Fig. 1: run 1, the metal 1 layer
Scale bar: 20 microns.
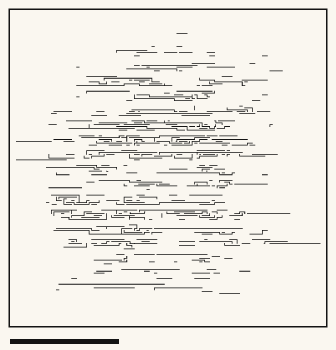
Fig. 2: run 1, the metal 2 layer
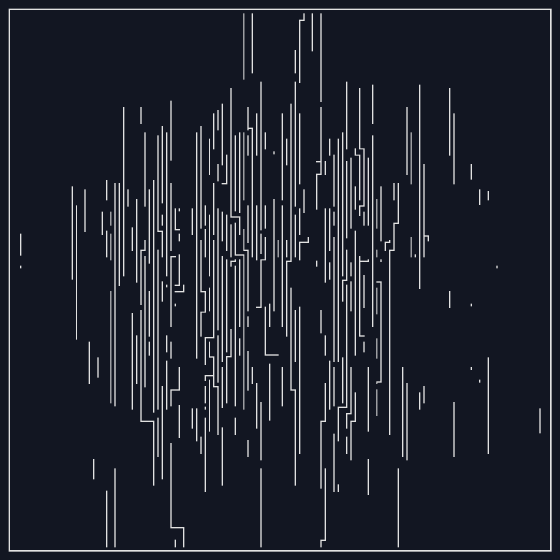
Fig. 3: run 1, the metal 3 layer
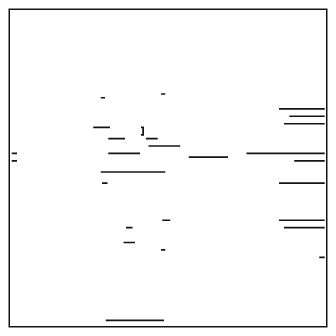
Fig. 4: run 1, track usage over the die
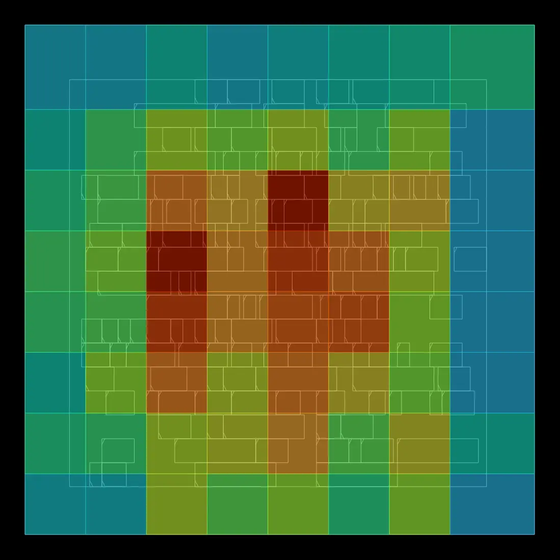
--- config.mk ---
export PLATFORM = sky130hd
export DESIGN_NAME = vend_fsm_param
export DESIGN_NICKNAME = d
export VERILOG_FILES = /design/src/rtl/vend_fsm_param.sv
export SDC_FILE = /design/constraint.sdc
export NUM_CORES = 1
export LEC_CHECK = 0
export CORE_MARGIN = 5
export CORE_UTILIZATION = 51
export DETAILED_ROUTE_END_ITERATION = 10
export GPL_TIMING_DRIVEN = 0
export PLACE_DENSITY = 0.81
export SLEW_MARGIN = 10
export SYNTH_ARGS = -nofsm -noshare
export SYNTH_HDL_FRONTEND = slang
export SYNTH_SLANG_ARGS = --single-unit
--- constraint.sdc ---
create_clock -name clock -period 2.5 [get_ports clock]
set_input_delay 0.375 -clock clock [delete_from_list [all_inputs] [get_ports clock]]
set_output_delay 0.375 -clock clock [all_outputs]
set_load 0.01 [all_outputs]
--- src/rtl/vend_fsm_param.sv ---
// vend_fsm_param: parametrised coin vending controller.
// Accumulates credit in 5 tk units, vends at PRICE_UNITS and returns any excess as change.
// Change and refunds are handed to the dispenser through a chg_valid/chg_ack handshake.
// Optional build macro VEND_TIMEOUT_EN: after TIMEOUT_CYC idle cycles in COLLECT, the
// controller refunds automatically, exactly as if cancel had been pressed.
module vend_fsm_param #(
  parameter int unsigned PRICE_UNITS = 3,
  parameter int unsigned CREDIT_W    = 6,
  parameter int unsigned TIMEOUT_CYC = 16
) (
  input  logic                clock,
  input  logic                reset,
  input  logic [1:0]          mny,
  input  logic                cancel,
  input  logic                chg_ack,
  output logic                buy,
  output logic                chg_valid,
  output logic [CREDIT_W-1:0] chg_amt,
  output logic [CREDIT_W-1:0] credit,
  output logic [1:0]          state,
  output logic                coin_reject
);

  typedef enum logic [1:0] {
    IDLE    = 2'd0,
    COLLECT = 2'd1,
    VEND    = 2'd2,
    CHANGE  = 2'd3
  } state_t;

  localparam logic [CREDIT_W:0]   PRICE_W = (CREDIT_W+1)'(PRICE_UNITS);
  localparam logic [CREDIT_W-1:0] PRICE_C = CREDIT_W'(PRICE_UNITS);

  state_t            cur;
  logic [CREDIT_W:0] coin_val;
  logic [CREDIT_W:0] sum;
  logic              timeout;

`ifdef VEND_TIMEOUT_EN
  localparam int unsigned TW = $clog2(TIMEOUT_CYC + 1);
  logic [TW-1:0] idle_cnt;
  assign timeout = (idle_cnt == TW'(TIMEOUT_CYC));
`else
  assign timeout = 1'b0;
`endif

  assign state = cur;

  // Decode the coin code and form the one-bit-wider sum whose MSB flags overflow.
  always_comb begin
    coin_val = '0;
    case (mny)
      2'b01:   coin_val = (CREDIT_W+1)'(2);
      2'b10:   coin_val = (CREDIT_W+1)'(4);
      2'b11:   coin_val = (CREDIT_W+1)'(10);
      default: coin_val = '0;
    endcase
    sum = {1'b0, credit} + coin_val;
  end

  // Controller state, credit bookkeeping and all registered outputs.
  always_ff @(posedge clock or posedge reset) begin
    if (reset) begin
      cur         <= IDLE;
      buy         <= 1'b0;
      chg_valid   <= 1'b0;
      chg_amt     <= '0;
      credit      <= '0;
      coin_reject <= 1'b0;
`ifdef VEND_TIMEOUT_EN
      idle_cnt    <= '0;
`endif
    end else begin
      buy         <= 1'b0;
      coin_reject <= 1'b0;
      case (cur)
        IDLE: begin
          if (mny != 2'b00) begin
            credit <= coin_val[CREDIT_W-1:0];
`ifdef VEND_TIMEOUT_EN
            idle_cnt <= '0;
`endif
            if (coin_val >= PRICE_W) begin
              cur <= VEND;
              buy <= 1'b1;
            end else begin
              cur <= COLLECT;
            end
          end
        end
        COLLECT: begin
          // Timeout shares the cancel path so both produce the identical refund.
          if (cancel || timeout) begin
            chg_amt     <= credit;
            credit      <= '0;
            chg_valid   <= 1'b1;
            cur         <= CHANGE;
            coin_reject <= (mny != 2'b00);
          end else if (mny != 2'b00) begin
            if (sum[CREDIT_W]) begin
              coin_reject <= 1'b1;
`ifdef VEND_TIMEOUT_EN
              idle_cnt    <= idle_cnt + TW'(1);
`endif
            end else begin
              credit <= sum[CREDIT_W-1:0];
`ifdef VEND_TIMEOUT_EN
              idle_cnt <= '0;
`endif
              if (sum >= PRICE_W) begin
                cur <= VEND;
                buy <= 1'b1;
              end
            end
          end else begin
`ifdef VEND_TIMEOUT_EN
            idle_cnt <= idle_cnt + TW'(1);
`endif
          end
        end
        VEND: begin
          coin_reject <= (mny != 2'b00);
          chg_amt     <= credit - PRICE_C;
          credit      <= '0;
          if (credit > PRICE_C) begin
            chg_valid <= 1'b1;
            cur       <= CHANGE;
          end else begin
            cur       <= IDLE;
          end
        end
        CHANGE: begin
          coin_reject <= (mny != 2'b00);
          if (chg_ack) begin
            chg_valid <= 1'b0;
            chg_amt   <= '0;
            cur       <= IDLE;
          end
        end
        default: cur <= IDLE;
      endcase
    end
  end

endmodule

==> results.toml, run 1 <==
# synthesis and place-and-route metrics
[clock_network]
cts.clk_slew.worst_paths_ns = 0.10
clock_sinks = 16
cts_tree = "yes"
htreeDepth = 1
clock_latency_ns = 0.29
cts_hold_buffers = 0
ctsRootBufferMaster = "clkbuf_4"

[timing]
worst_pin_slew_ns = 0.622
report.final.slew_viol_count = 0
fin_ws_ns = 0.0809
finalClockSkew_ns = 0.00160
fin_crit_sh = 0.968
timing.fmax_ghz = 0.413
min_period_ns = 2.42
fin_tns_setup_ns = 0

[placement]
finalWeightedCongestion = 0.848
io_buffers = 21
dp_cells = 173
placed_area_sq_mm = 0.00142
pre_cts_slack_ns = -0.309

[final_layout]
final_cell_count_no_fill = 177
layout.nets = 164
mostFrequentLayoutCells = "clkdlybuf4s50_1, dfrtp_1, nor2_1, inv_1, a21oi_1"
drive_gt1_frac = 0.188
antenna_cells = 0
final_common_cell = "clkdlybuf4s50_1"
final_core_util = 0.669

[power_and_ir_drop]
pg_comb_mw = 1.04
clock_net_power_uw = 178
comb_power_share = 0.623
pwr-share-clk = 0.107
swShare = 0.423
peakVddDrop_mv = 0.653
p_seq_frac = 0.270
power_density_mw_per_mm2 = 1140
power_leader = "combinational cells"

[flow_run]
log.warning_count = 29
maxCapViolations = 0

[worst_setup_path]
worstReg2RegStart = "credit[1]"
critPathBufInv = 2
required_ns = 2.68
rrSetupSlack_ns = 0.32
crit_chain = "clkdlybuf4s50_1, clkbuf_1, ha_1, fa_2, nor2_1, o21ai_0, a21o_1, o31ai_4, mux2_1"
critical-path-top-delay-family = "buffers and inverters"
critPathLaunch = "mny[0]"
cp-start-kind = "primary input"
endpoint = "state[0]"
cp.depth = 9

[routing]
wl_per_cell_microns = 15.4
drtIter0Drc = 21
dr_wl_met2_microns = 1440
antenna_left = 0
post-route-drc-count = 0

[logic_synthesis]
top_cells_by_area = "dfrtp_1, ha_1, mux2_2"
syn_area_per_cell_sq_um = 9.43
synthTopCellsByCount = "dfrtp_1, nor2_1, inv_1"
synth-edff-count = 0
fp_nets = 138
top_cell = "dfrtp_1"
synth_seq_share = 0.342
ys_ff = 16
syn_inst = 124
syn_area_sq_mm = 0.00117
ys_types = 43

[grt]
grt_pass1_wl_microns = 4340
grtUsageMet3 = 0.0178
antenna_found_initial = 0
first_global_vias = 1015

[run_status]
outcome = "completed"

[die]
io_pins = 23
die_y_microns = 57.9
num_rows = 17
dieWidth_microns = 57.9
Back to the opening pictures, Fig. 1:
The layer holds 41% of the routed length. The layer carries 1110 microns of wire. The longest straight run is 19.3 microns. 144 nets have wire on it. The wires run mostly horizontal.
met1 usage: 0.181
DRT Wirelength: 2720 microns
routed via count: 1020

Back to the opening pictures, Fig. 2:
The layer carries 1440 microns of wire. The wires run mostly vertical. The longest straight run is 24.8 microns. 133 nets have wire on it. The layer holds 53% of the routed length.
met2 global-route usage: 0.308

Back to the opening pictures, Fig. 3:
The layer holds 4.4% of the routed length. The longest straight run is 14.0 microns.

Back to the opening pictures, Fig. 4:
GRT busiest layer: met2
GRT Total Usage: 0.164

run 1: cells by family (layout without fill, tap and decap cells):
family	Yosys count	after routing	synth area share
fa+ha+maj	8	8	0.0920
flops	16	16	0.342
buf+inv	17	42	0.0759
mux	8	8	0.0759
xor+xnor	4	4	0.0299
simple gates	36	36	0.163
compound gates	34	34	0.218
other cells	1	1	0.00321
run 1: cell type report:
class | instances | area (sq um)
fill | 181 | 726
clock buffer | 4 | 36.3
sequential | 16 | 400
inverter | 9 | 33.8
multi-input combinational | 91 | 694
buffer | 8 | 55.1
tap | 28 | 35.0
timing repair buffer | 21 | 210
Fig. 5: run 1, wires at chosen ports, followed through buffers
Scale bar: 20 microns.
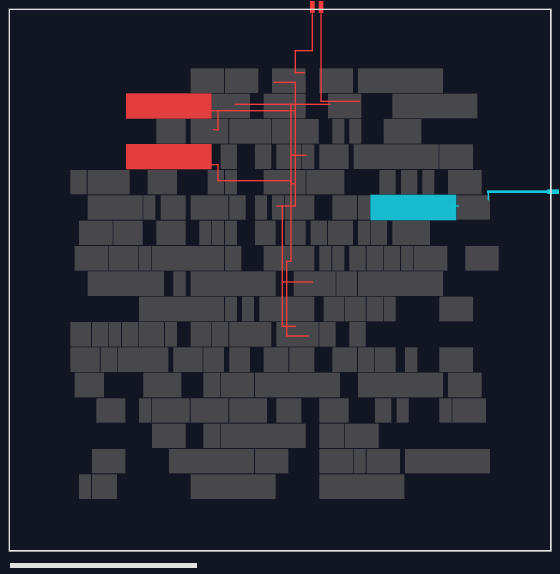

==> run 2: changes to the inputs <==
- CELL_PAD_IN_SITES_DETAIL_PLACEMENT: not set -> 0
- CELL_PAD_IN_SITES_GLOBAL_PLACEMENT: not set -> 1
- CORE_UTILIZATION: 51 -> 38
- PLACE_DENSITY: 0.81 -> 0.8
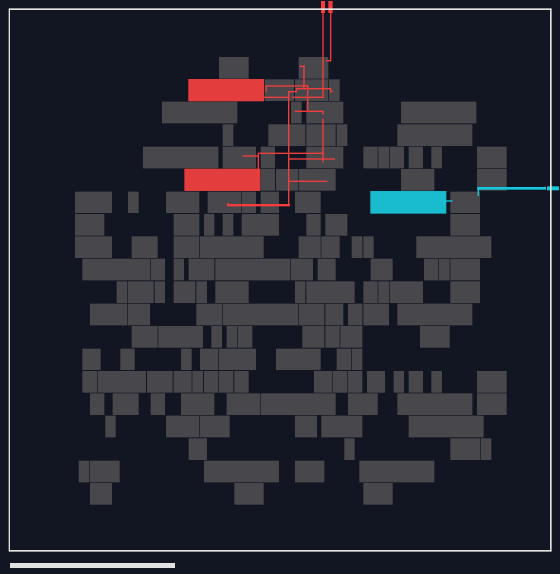
Fig. 6. Wires at chosen ports, followed through buffers (run 2).
Scale bar: 20 microns.
Red is state, bits 2, direction output, edge north, end cells 2, buffers 2, wire 94.4 microns. Cyan is coin_reject, bits 1, direction output, edge east, end cells 1, buffers 1, wire 10.2 microns.

==> run 2 against run 1 <==
Die area grew 28%. Total power shrank 1.1%. First-iteration DRC count grew 81%. Utilization shrank 18 points. Global-route usage shrank 2.3 points. Area after synthesis is the same. Non-clock buffer count is the same. Largest cell class unchanged.
==> results.toml, run 2 <==
# synthesis and place-and-route metrics
[run_status]
outcome = "completed"

[timing]
fin_crit_sh = 0.869
finalClockSkew_ns = 0.000486
hold_violations = 0
worst_pin_slew_ns = 0.622
fin_tns_setup_ns = 0
timing.fmax_ghz = 0.461
min_period_ns = 2.17
fin_ws_ns = 0.329
slew_headroom = 0.585
report.final.slew_viol_count = 0

[power_and_ir_drop]
swShare = 0.418
power_density_mw_per_mm2 = 1120
peakVddDrop_mv = 0.373
power_leakage_nw = 0.645
comb_power_share = 0.623
pwr-share-clk = 0.107
pg_comb_mw = 1.03
p_seq_frac = 0.270
clock_net_power_uw = 177
p_sw_uw = 692
power_leader = "combinational cells"

[logic_synthesis]
ys_types = 43
syn_area_per_cell_sq_um = 9.43
mux_share = 0.0759
synth-simple-area-share = 0.163
fp_nets = 138
top_cells_by_area = "dfrtp_1, ha_1, mux2_2"
aoi_share = 0.218
yosysChipArea_sq_mm = 0.00117
ys_ff = 16
xor_share = 0.0299
ys_sh_adder = 0.0920
syn_area_sq_mm = 0.00117
synthTopCellsByCount = "dfrtp_1, nor2_1, inv_1"
synth-edff-count = 0
top_logic_kind = "AND-OR/OR-AND gates"
synth_seq_share = 0.342
syn_inst = 124
top_cell = "dfrtp_1"

[worst_setup_path]
critPathLaunch = "credit[1]"
endpoint = "state[0]"
reg2regPathDepth = 7
required_ns = 2.68
rrSetupSlack_ns = 0.33
worstReg2RegStart = "credit[1]"
cp-start-kind = "flop"
worst_setup_path_end_kind = "flop"

[final_layout]
antenna_cells = 0
layout.nets = 164
mostFrequentLayoutCells = "clkdlybuf4s50_1, dfrtp_1, nor2_1, inv_1, a21oi_1"
final_common_cell = "clkdlybuf4s50_1"
final_cell_count_no_fill = 182
drive_gt1_frac = 0.195

[grt]
first_global_vias = 980
grtUsageMet3 = 0.0256
top_usage_layer = "met2"
grt_pass1_wl_microns = 4680
antenna_found_initial = 0

[routing]
antenna_left = 0
drtIter0Drc = 38
dr_wl_met2_microns = 1300
vias_per_cell = 5.50
vias = 1001
post-route-drc-count = 0
routed_wl_microns = 2690
wl_met3_microns = 112

[die]
die_y_microns = 65.5
io_pins = 23
core_area_sq_mm = 0.00300
dieWidth_microns = 65.5
num_rows = 20

[clock_network]
htreeDepth = 1
clock_sinks = 16
clock_latency_ns = 0.29
cts_hold_buffers = 0
cts_tree = "yes"
ctsRootBufferMaster = "clkbuf_4"
cts.clk_slew.worst_paths_ns = 0.10
cts_resized = 1
post_cts_buffers = 0

[placement]
pre_cts_slack_ns = -0.340
io_buffers = 21
finalWeightedCongestion = 0.781
dp_cells = 178
placed_area_sq_mm = 0.00142

[flow_run]
log.warning_count = 29
maxCapViolations = 0

[min_path]
hp-class = "primary input to flop"
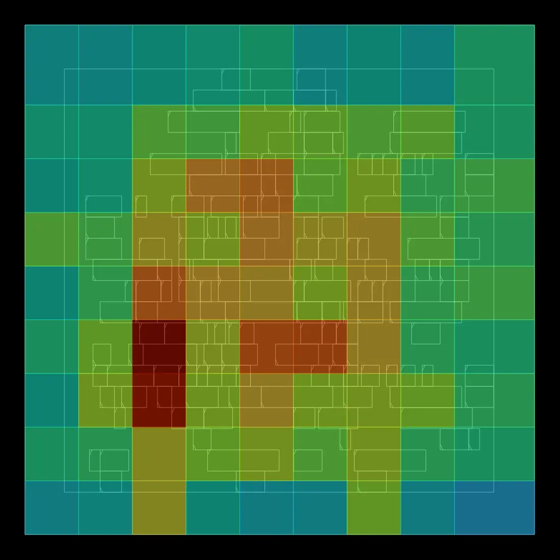
Fig. 7. Track usage over the die (run 2).
met1 usage: 0.184
final core occ: 0.492
met2 global-route usage: 0.229
GRT Total Usage: 0.141
WL per Instance: 14.8 microns

run 2: cell count changes in the layout (fill, tap and decap cells not counted), sizes merged:
cell | previous run | this run
dlymetal6s2s | 0 | 2
clkdlybuf4s50 | 21 | 19
run 2: area by class of cell:
| type | instances | area (sq um) |
|---|---|---|
| Timing Repair Buffer | 21 | 215 |
| Clock buffer | 4 | 36.3 |
| Sequential cell | 16 | 400 |
| Fill cell | 301 | 1530 |
| Buffer | 8 | 55.1 |
| Tap cell | 33 | 41.3 |
| Inverter | 9 | 33.8 |
| Multi-Input combinational cell | 91 | 694 |
run 2: worst max-delay path, cell delays in order, from the launching register on:
cell,delay [ns]
dfrtp_1,0.42
ha_1,0.25
fa_2,0.39
nor2_1,0.09
o21ai_0,0.10
a21o_1,0.23
o31ai_4,0.21
mux2_1,0.35
Power figures rest on the tool's default switching activity, not on a simulated workload.
